File: config.mk
export PLATFORM = sky130hd
export DESIGN_NAME = mem_port_arbiter
export DESIGN_NICKNAME = d
export VERILOG_FILES = /design/src/rtl/mem_port_arbiter.sv
export SDC_FILE = /design/constraint.sdc
export NUM_CORES = 1
export LEC_CHECK = 0
export ABC_AREA = 1
export ABC_CLOCK_PERIOD_IN_PS = 2300
export CORE_UTILIZATION = 40
export DETAILED_ROUTE_END_ITERATION = 7
export PLACE_DENSITY = 0.77
export RECOVER_POWER = 100
export REMOVE_ABC_BUFFERS = 1
export SETUP_SLACK_MARGIN = 0.05
export SYNTH_ARGS = -nofsm -noshare
export SYNTH_HDL_FRONTEND = slang
export SYNTH_SLANG_ARGS = --single-unit
File: constraint.sdc
create_clock -name clk -period 2.3 [get_ports clk]
set_input_delay 0.46 -clock clk [delete_from_list [all_inputs] [get_ports clk]]
set_output_delay 0.46 -clock clk [all_outputs]
set_load 0.1 [all_outputs]
File: src/rtl/mem_port_arbiter.sv
// Shares one synchronous BRAM port between instruction fetch and load/store.
// Round-robin arbitration, one access in flight, all outputs registered.
module mem_port_arbiter #(
    parameter int ADDR_W = 12,
    parameter int DATA_W = 32
) (
    input  logic              clk,
    input  logic              rst_n,
    input  logic              i_req,
    input  logic [ADDR_W-1:0] i_addr,
    output logic              i_ready,
    output logic [DATA_W-1:0] i_data,
    input  logic              d_req,
    input  logic              d_we,
    input  logic [ADDR_W-1:0] d_addr,
    input  logic [DATA_W-1:0] d_wdata,
    output logic              d_ready,
    output logic [DATA_W-1:0] d_rdata,
    output logic              mem_we,
    output logic [ADDR_W-1:0] mem_addr,
    output logic [DATA_W-1:0] mem_din,
    input  logic [DATA_W-1:0] mem_dout
);

    typedef enum logic [1:0] {
        S_IDLE,
        S_ISSUE,
        S_WAIT,
        S_RESP
    } state_t;

    state_t r_state;
    state_t w_state_nx;

    logic r_gnt_d;
    logic r_last_d;
    logic r_wr;

    logic w_gnt_d_nx;
    logic w_last_d_nx;
    logic w_wr_nx;
    logic w_pick_d;
    logic w_we_nx;
    logic w_iready_nx;
    logic w_dready_nx;

    logic [ADDR_W-1:0] w_addr_nx;
    logic [DATA_W-1:0] w_din_nx;
    logic [DATA_W-1:0] w_idata_nx;
    logic [DATA_W-1:0] w_drdata_nx;

    // Data wins when it is alone, or on contention when fetch went last.
    assign w_pick_d = d_req & (~i_req | ~r_last_d);

    always_ff @(posedge clk or negedge rst_n) begin
        if (!rst_n) begin
            r_state <= S_IDLE;
        end else begin
            r_state <= w_state_nx;
        end
    end

    always_comb begin
        w_state_nx  = r_state;
        w_gnt_d_nx  = r_gnt_d;
        w_last_d_nx = r_last_d;
        w_wr_nx     = r_wr;
        w_we_nx     = 1'b0;
        w_addr_nx   = mem_addr;
        w_din_nx    = mem_din;
        w_iready_nx = 1'b0;
        w_dready_nx = 1'b0;
        w_idata_nx  = i_data;
        w_drdata_nx = d_rdata;
        unique case (r_state)
            S_IDLE: begin
                if (i_req || d_req) begin
                    w_state_nx  = S_ISSUE;
                    w_gnt_d_nx  = w_pick_d;
                    w_last_d_nx = w_pick_d;
                    if (w_pick_d) begin
                        w_wr_nx   = d_we;
                        w_we_nx   = d_we;
                        w_addr_nx = d_addr;
                        w_din_nx  = d_wdata;
                    end else begin
                        w_wr_nx   = 1'b0;
                        w_addr_nx = i_addr;
                    end
                end
            end
            S_ISSUE: begin
                w_state_nx = S_WAIT;
            end
            S_WAIT: begin
                w_state_nx = S_RESP;
                if (r_gnt_d) begin
                    w_dready_nx = 1'b1;
                    if (!r_wr) begin
                        w_drdata_nx = mem_dout;
                    end
                end else begin
                    w_iready_nx = 1'b1;
                    w_idata_nx  = mem_dout;
                end
            end
            S_RESP: begin
                w_state_nx = S_IDLE;
            end
            default: begin
                w_state_nx = S_IDLE;
            end
        endcase
    end

    always_ff @(posedge clk or negedge rst_n) begin
        if (!rst_n) begin
            r_gnt_d  <= 1'b0;
            r_last_d <= 1'b1;
            r_wr     <= 1'b0;
            mem_we   <= 1'b0;
            mem_addr <= '0;
            mem_din  <= '0;
            i_ready  <= 1'b0;
            d_ready  <= 1'b0;
            i_data   <= '0;
            d_rdata  <= '0;
        end else begin
            r_gnt_d  <= w_gnt_d_nx;
            r_last_d <= w_last_d_nx;
            r_wr     <= w_wr_nx;
            mem_we   <= w_we_nx;
            mem_addr <= w_addr_nx;
            mem_din  <= w_din_nx;
            i_ready  <= w_iready_nx;
            d_ready  <= w_dready_nx;
            i_data   <= w_idata_nx;
            d_rdata  <= w_drdata_nx;
        end
    end

endmodule

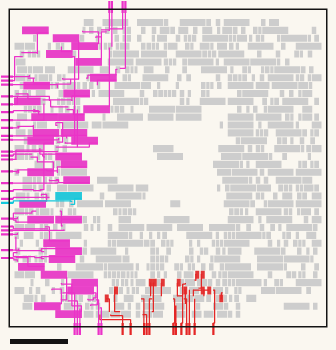
**Above:** run 1 (I/O nets highlighted).
Bar = 20 µm.
port	colour	bits	direction	edge	end cells	buffers	wire
mem_din	magenta	32	output	23 left, 5 bottom, 4 top	32	32	898 µm
d_addr	red	12	input	bottom	12	12	189 µm
mem_we	cyan	1	output	left	1	1	27.5 µm

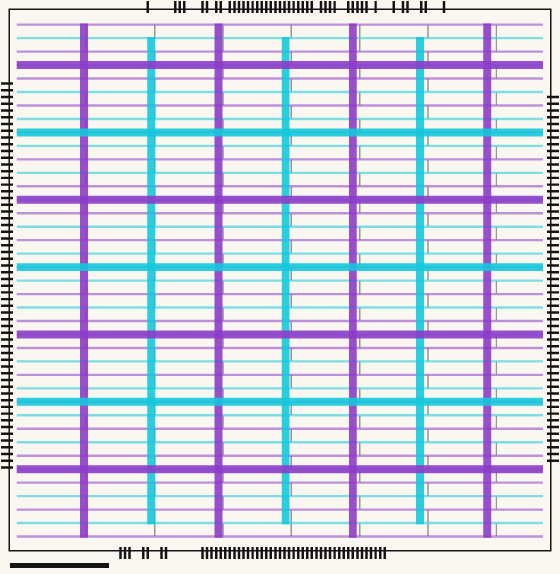
**Above:** run 1 (floorplan with the power grid).
Bar = 20 µm. Pins as bars on the die edge. Tap cells in grey.
net	colour
VSS	purple
VDD	cyan
signal pins	204
rows	38
met5 straps	7
met4 straps	7
core outline area: 0.0110 mm²
die outline height: 109 µm

==> ci_impl_report.md, run 1 <==
### Flow metrics

| Metric | Value |
|---|---|
| Result of the run | finished clean |
| Post-synth regs | 116 |
| Pin count of the biggest net entering global routing | 69 |
| Total negative slack for setup checks | 0 ns |
| Diodes inserted | 0 |
| Number of buffer and inverter instances along the worst setup path | 3 |
| Average vias per placed instance | 4.62 |
| Max-cap violations | 0 |
| List of cells traversed by the critical path | clkdlybuf4s50_1, clkbuf_1, o21ai_0, clkbuf_1, nand2_1, nand2_1 |
| Setup Crit Path Kind | input pin to flop |
| Max_slew headroom | 27.7% |
| Leading register cell type out of synthesis | sky130_fd_sc_hd__dfrtp_1 |
| Die X | 109 µm |
| Number of global-route vias before repair | 3,842 |
| Number of setup violations in the final report | 0 |
| Min Clock Period, post-route | 1.91 ns |
| Distinct cell type count after synthesis | 12 |
| Number of synthesized flops with an enable pin | 0 |
| Top area cells in the synthesized netlist | sky130_fd_sc_hd__dfrtp_1 (63%), sky130_fd_sc_hd__nand2_1 (12%), sky130_fd_sc_hd__o21ai_0 (10%), sky130_fd_sc_hd__inv_1 (7.9%), sky130_fd_sc_hd__nand3_1 (2.7%) |
| Avg Inst Size Synth | 8.97 µm² |
| Post-synthesis async set-or-reset flop share | 100% |
| DRT Pass-1 Iters | 6 |
| Post-CTS Setup Repair Bufs | 0 |
| DPL Wire Length | 8170 µm |
| Post-Route WL | 11,400 µm |
| Total number of placement rows | 38 |
| Clock root buffer | sky130_fd_sc_hd__clkbuf_16 |
| Worst Tran Pin Value | 1.08 ns |
| Weighted congestion at the end of routability-driven global placement | 0.838 |
| Source-to-sink clock delay at the later pin of the worst-skew pair | 0.41 ns |
| Total GRT Usage | 19.9% |
| Total of hold buffers inserted after clock tree synthesis | 0 |
| Yosys cell count | 511 |
| Violation count after the first detailed-routing iteration | 237 |
| Max-slew violation count | 0 |
| Initial antenna violation count | 0 |
| Drt wl/cell | 13.2 µm |
| Final period util | 82.8% |
| Number of I/O pins | 204 |
| Critical Path Source Type | input pin |
| Top cells excl fill/tap | sky130_fd_sc_hd__nand2_1 (141), sky130_fd_sc_hd__dfrtp_1 (115), sky130_fd_sc_hd__clkbuf_2 (113), sky130_fd_sc_hd__o21ai_0 (98), sky130_fd_sc_hd__inv_1 (96) |
| Peak Freq | 0.525 GHz |
| Count of non-filler cells in the finished layout | 869 |
| Dpl cells | 837 |
| Count of instances resized after the clock tree is built | 0 |
| Required time of the critical path | 2.59 ns |
| Final hold violation count | 0 |
| Number of nets still failing antenna checks after routing | 0 |
| H-tree lvl count | 4 |
| Port bufs | 203 |
| Routed via count | 4,016 |
| Worst Setup Slack post-DPL | 0.313 ns |
| Wire length of the first global-routing pass | 17,800 µm |
| Class of the tightest hold or removal check | input pin to asynchronous set/reset pin |
| Worst Skew | 0.0123 ns |
| Total die size | 0.0119 mm² |
| Layout Nets | 811 |
| Post-Syn Instances | 511 |
| Setup repair after global routing missed its margin | false |
| Post-layout worst setup margin | 0.395 ns |
| Leading cell type in the layout, fill and taps excluded | sky130_fd_sc_hd__nand2_1 |
| Worst Path Max Fanout | 15 |
| Clk sinks | 116 |
| Top cell types by occurrence after synthesis | sky130_fd_sc_hd__nand2_1 (142), sky130_fd_sc_hd__dfrtp_1 (115), sky130_fd_sc_hd__inv_1 (96), sky130_fd_sc_hd__o21ai_0 (93), sky130_fd_sc_hd__nand3_1 (25) |
| Post-synthesis chip area from yosys | 0.00458 mm² |
| Crit path arrival time | 2.19 ns |
| Log Warnings | 26 |
| Longest Clk Path Bufs | 2 |
| Clock transition at the register clock pins on the worst setup and hold paths after CTS | 0.05 ns |
| Fraction of layout instances using a drive strength above 1 | 20.0% |
| Number of buffers created by CTS | 17 |
| Yosys warning count | 0 |
| Overflow left after global routing | 0 |
| Delay of the slowest cell on the worst path | 0.50 ns |
| Post-Syn Area | 0.00458 mm² |
| Highest-delay cell along the critical path | sky130_fd_sc_hd__clkbuf_1 |
| Area leader, netlist | sky130_fd_sc_hd__dfrtp_1 |
| DRC | 0 |
| Fraction of post-synthesis cell area in the top cell type by area | 62.8% |
| TritonCTS clock tree | yes |
| Register area share after synthesis | 63.4% |
| Layout-stage area growth over the synthesis result | 47.4% |
| Most frequent cell after synthesis | sky130_fd_sc_hd__nand2_1 |
| CP Capture Type | flop |
| Family of cells with the greatest summed delay on the critical path | buffers and inverters |
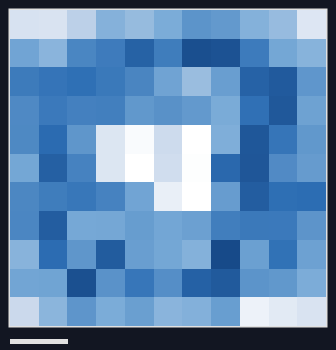
**Above:** run 1 (cell density map).
Bar = 20 µm. The die is cut into 11 by 11 equal tiles; white is low, dark blue is high, 0 to 100% covered.
nearly empty tiles	3.3%
tiles over 75% full	17%
emptiest ninth of the die	centre
densest ninth of the die	middle right
mean over tiles	55%
fullest tile	90%
utilization after layout: 61.5%
floorplan utilization: 41.7%

## run 1: flip-flops by register name, summed over array words and instances (netlist names), 2 cells and up
signal    flops
d_rdata      32
i_data       32
mem_addr     12
mem_din      32
r_state       2
## run 1: stage by stage
step	cell area [µm²]	hold slack, ns	util, %
finish	6760	0.256	61.5
CTS	7070	0.0649	64.3
floorplan	4470	0.164	-
detailed placement	6530	0.463	59.4
global route	6760	0.337	61.5
global placement	6530	0.462	59.4
## run 1: worst paths after layout
path,to,depth (start not counted),slack [ns],from
worst min register to register,r_last_d,2,0.47,r_last_d
min in group clk,r_last_d,2,0.47,r_last_d
worst max-delay path,mem_addr[5],6,0.39,d_req
worst max register to register,mem_addr[5],6,0.58,r_state[0]
max in group asynchronous,d_ready,2,0.72,rst_n
worst min-delay path,d_rdata[9],1,0.26,rst_n
## run 1: routing by layer
| layer | track usage, % | routed length [µm] | up-vias | part of all wire [%] |
|---|---|---|---|---|
| li1 | - | - | 1972 | - |
| met1 | 23.1 | 4670 | 1866 | 41 |
| met2 | 32.0 | 5550 | 156 | 49 |
| met3 | 7.71 | 937 | 22 | 8.2 |
| met4 | 9.65 | 275 | 0 | 2.4 |
| met5 | 0 | 0 | - | 0 |
## run 1: cell families after synthesis
| logic type | count (synthesis) | synth area share, % |
|---|---|---|
| compound gates | 102 | 11.1 |
| fa+ha+maj | 2 | 0.546 |
| buf+inv | 121 | 10.3 |
| flops | 116 | 63.4 |
| simple gates | 170 | 14.6 |
## run 1: final cells by class
cell class | count | area [µm²]
fillers | 981 | 4230
flip-flops and latches | 116 | 2900
repair buffers | 211 | 1570
multi-input cells | 274 | 1210
clock buffers | 28 | 517
inverters | 96 | 360
well taps | 140 | 175
clock inverters | 4 | 20.0
**Run 1: sequential cells grouped by signal name**

Bar = 20 µm. Other sequential cells in the stronger grey, the rest of the logic in the fainter grey.
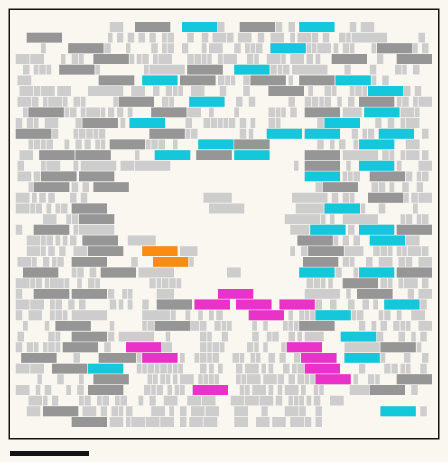

==> run 1 -> run 2 <==
ABC_CLOCK_PERIOD_IN_PS = 1550   (was 2300)
CORE_UTILIZATION = 38   (was 40)
clock period = 1.55 ns   (was 2.3 ns; I/O delays follow)
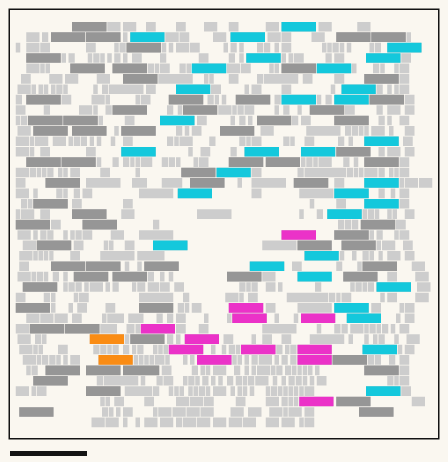
**Above:** run 2 (sequential cells grouped by signal name).
Bar = 20 µm. Other sequential cells in the stronger grey, the rest of the logic in the fainter grey.
name in the netlist	colour	flops
r_state	orange	2
mem_addr	magenta	12
i_data	cyan	32
not coloured	70

==> ci_impl_report.md, run 2 <==
### Flow metrics

| Metric | Value |
|---|---|
| Worst Setup Slack post-DPL | -0.124 ns (was 0.313 ns) |
| Overflow left after global routing | 0 (unchanged) |
| Clk sinks | 116 (unchanged) |
| Port bufs | 203 (unchanged) |
| Worst Path Max Fanout | 2 (was 15) |
| Floorplan utilization | 39.6% (was 41.7%) |
| Count of cell instances traversed by the critical path | 1 (was 6) |
| Top Registers | d_rdata (32), i_data (32), mem_din (32) (unchanged) |
| Distinct cell type count after synthesis | 12 (unchanged) |
| Register area share after synthesis | 63.4% (unchanged) |
| Number of setup violations in the final report | 0 (unchanged) |
| Post-Route WL | 12,900 µm (was 11,400 µm) |
| Minimum hold slack | 0.454 ns (was 0.256 ns) |
| Initial antenna violation count | 0 (unchanged) |
| DRC | 12 (was 0) |
| Multi-input gate area in the final layout | 0.00121 mm² (about the same) |
| Number of nets still failing antenna checks after routing | 0 (unchanged) |
| Critical Path Source Type | flop (was input pin) |
| Fraction of post-synthesis cell area in the top cell type by area | 62.8% (unchanged) |
| Highest-delay cell along the critical path | sky130_fd_sc_hd__dfrtp_1 (was sky130_fd_sc_hd__clkbuf_1) |
| Max_slew headroom | 48.2% (was 27.7%) |
| End of the critical path | d_rdata[29] (was mem_addr[5]) |
| Setup Crit Path Kind | flop to output pin (was input pin to flop) |
| Pin count of the biggest net entering global routing | 69 (unchanged) |
| Total GRT Usage | 21.8% (was 19.9%) |
| Core outline area | 0.0116 mm² (was 0.0110 mm²) |
| # fillers | 943 (was 981) |
| Worst hold endpoint | mem_we |
| Number of buffers created by CTS | 17 (unchanged) |
| Number of global-route vias before repair | 4,410 (was 3,842) |
| Violation count after the first detailed-routing iteration | 227 (was 237) |
| Most frequent cell after synthesis | sky130_fd_sc_hd__nand2_1 (unchanged) |
| Die X | 112 µm (was 109 µm) |
| Max-slew violation count | 0 (unchanged) |
| Leading cell type in the layout, fill and taps excluded | sky130_fd_sc_hd__nand2_1 (unchanged) |
| DPL Wire Length | 9470 µm (was 8170 µm) |
| TritonCTS clock tree | yes (unchanged) |
| Post-synthesis async set-or-reset flop share | 100% (unchanged) |
| Clock root buffer | sky130_fd_sc_hd__clkbuf_16 (unchanged) |
| Crit path arrival time | 1.13 ns (was 2.19 ns) |
| Layout Nets | 815 (was 811) |
| Post-CTS Setup Repair Bufs | 0 (unchanged) |
| Failing checks | DRC |
| Result of the run | finished with violations (was finished clean) |
| Worst Tran Pin Value | 0.777 ns (was 1.08 ns) |
| Number of I/O pins | 204 (unchanged) |
| Family of cells with the greatest summed delay on the critical path | flip-flops (was buffers and inverters) |
| H-tree lvl count | 4 (unchanged) |
| Source-to-sink clock delay at the later pin of the worst-skew pair | 0.41 ns (about the same) |
| Wire length of the first global-routing pass | 21,200 µm (was 17,800 µm) |
| Post-synthesis chip area from yosys | 0.00458 mm² (unchanged) |
| Sequential Area | 0.00290 mm² (unchanged) |
| Average vias per placed instance | 4.80 (was 4.62) |
| Top cells excl fill/tap | sky130_fd_sc_hd__nand2_1 (140), sky130_fd_sc_hd__dfrtp_1 (115), sky130_fd_sc_hd__clkbuf_4 (111), sky130_fd_sc_hd__o21ai_0 (99), sky130_fd_sc_hd__inv_1 (95) (was sky130_fd_sc_hd__nand2_1 (141), sky130_fd_sc_hd__dfrtp_1 (115), sky130_fd_sc_hd__clkbuf_2 (113), sky130_fd_sc_hd__o21ai_0 (98), sky130_fd_sc_hd__inv_1 (96)) |
| Clock transition at the register clock pins on the worst setup and hold paths after CTS | 0.06 ns (was 0.05 ns) |
| Critical Path Source | d_rdata[29] (was d_req) |
| Setup repair after global routing missed its margin | false (unchanged) |
| Top area cells in the synthesized netlist | sky130_fd_sc_hd__dfrtp_1 (63%), sky130_fd_sc_hd__nand2_1 (12%), sky130_fd_sc_hd__o21ai_0 (10%), sky130_fd_sc_hd__inv_1 (7.9%), sky130_fd_sc_hd__nand3_1 (2.7%) (unchanged) |
| Min Clock Period, post-route | 1.44 ns |
| Hold path depth | 3 |
| Longest Clk Path Bufs | 2 (unchanged) |
| Post-Syn Instances | 511 (unchanged) |
| Max-cap violations | 0 (unchanged) |
| Diodes inserted | 0 (unchanged) |
| Fraction of layout instances using a drive strength above 1 | 21.4% (was 20.0%) |
| Avg Inst Size Synth | 8.97 µm² (unchanged) |
| Leading register cell type out of synthesis | sky130_fd_sc_hd__dfrtp_1 (unchanged) |
| Count of non-filler cells in the finished layout | 875 (was 869) |
| Required time of the critical path | 1.24 ns (was 2.59 ns) |
| Reg-to-reg endpoint | i_data[26] (was mem_addr[5]) |
| Post-layout worst setup margin | 0.113 ns (was 0.395 ns) |
| Die outline height | 112 µm (was 109 µm) |
| Number of synthesized flops with an enable pin | 0 (unchanged) |
| Post-synth regs | 116 (unchanged) |
| Log Warnings | 26 (unchanged) |
| Total negative slack for setup checks | 0 ns (unchanged) |
| Layout-stage area growth over the synthesis result | 54.8% (was 47.4%) |
| Dpl cells | 843 (was 837) |
| Cell area reported after detailed placement | 0.00794 mm² (was 0.00653 mm²) |
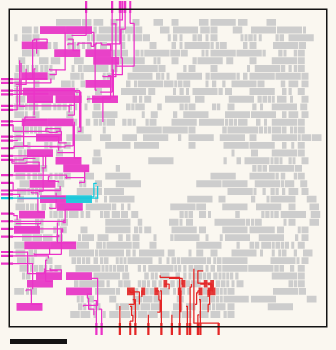
**Above:** run 2 (I/O nets highlighted).
Bar = 20 µm.
port	colour	bits	direction	edge	end cells	buffers	wire
d_addr	red	12	input	bottom	12	12	217 µm
mem_we	cyan	1	output	left	1	1	41.4 µm
mem_din	magenta	32	output	24 left, 6 top, 2 bottom	32	32	1,050 µm

## run 2: layer usage
| metal | routed length [µm] | track usage [%] | vias to the layer above |
|---|---|---|---|
| met1 | 4720 | 23.1 | 2015 |
| met3 | 1070 | 7.46 | 27 |
| met4 | 372 | 10.1 | 0 |
| li1 | - | - | 1986 |
| met2 | 6770 | 38.8 | 170 |
| met5 | 0 | 0 | - |
## run 2: layout make-up
type / instances / share of cell area, %
repair buffers: 215 / 26.4
clock inverters: 13 / 1.94
inverters: 96 / 5.08
multi-input cells: 274 / 17.1
well taps: 143 / 2.52
clock buffers: 18 / 6.05
flip-flops and latches: 116 / 40.9
## run 2: kinds of logic after synthesis
logic type / after synthesis / synth area share [%]
AND-OR/OR-AND: 102 / 11.1
adder cells (fa/ha/maj): 2 / 0.546
buffers and inverters: 121 / 10.3
flip-flops: 116 / 63.4
AND/OR/NAND/NOR: 170 / 14.6
## run 2: worst register-to-register path, cell delays in order (launching register included)
cell                      delay [ns]
sky130_fd_sc_hd__dfrtp_1        0.35
sky130_fd_sc_hd__inv_2          0.05
sky130_fd_sc_hd__ha_1           0.23
sky130_fd_sc_hd__nand2_2        0.08
sky130_fd_sc_hd__buf_6          0.34
sky130_fd_sc_hd__nand2_1        0.16
sky130_fd_sc_hd__o21ai_0        0.11
## run 2: timing repair
action | 4_1_cts | 5_1_grt
hold endpoints to repair | 25 | 0
resized | 0 | 3
hold buffers | 1 | 0
endpoints found under the setup margin | 0 | 34
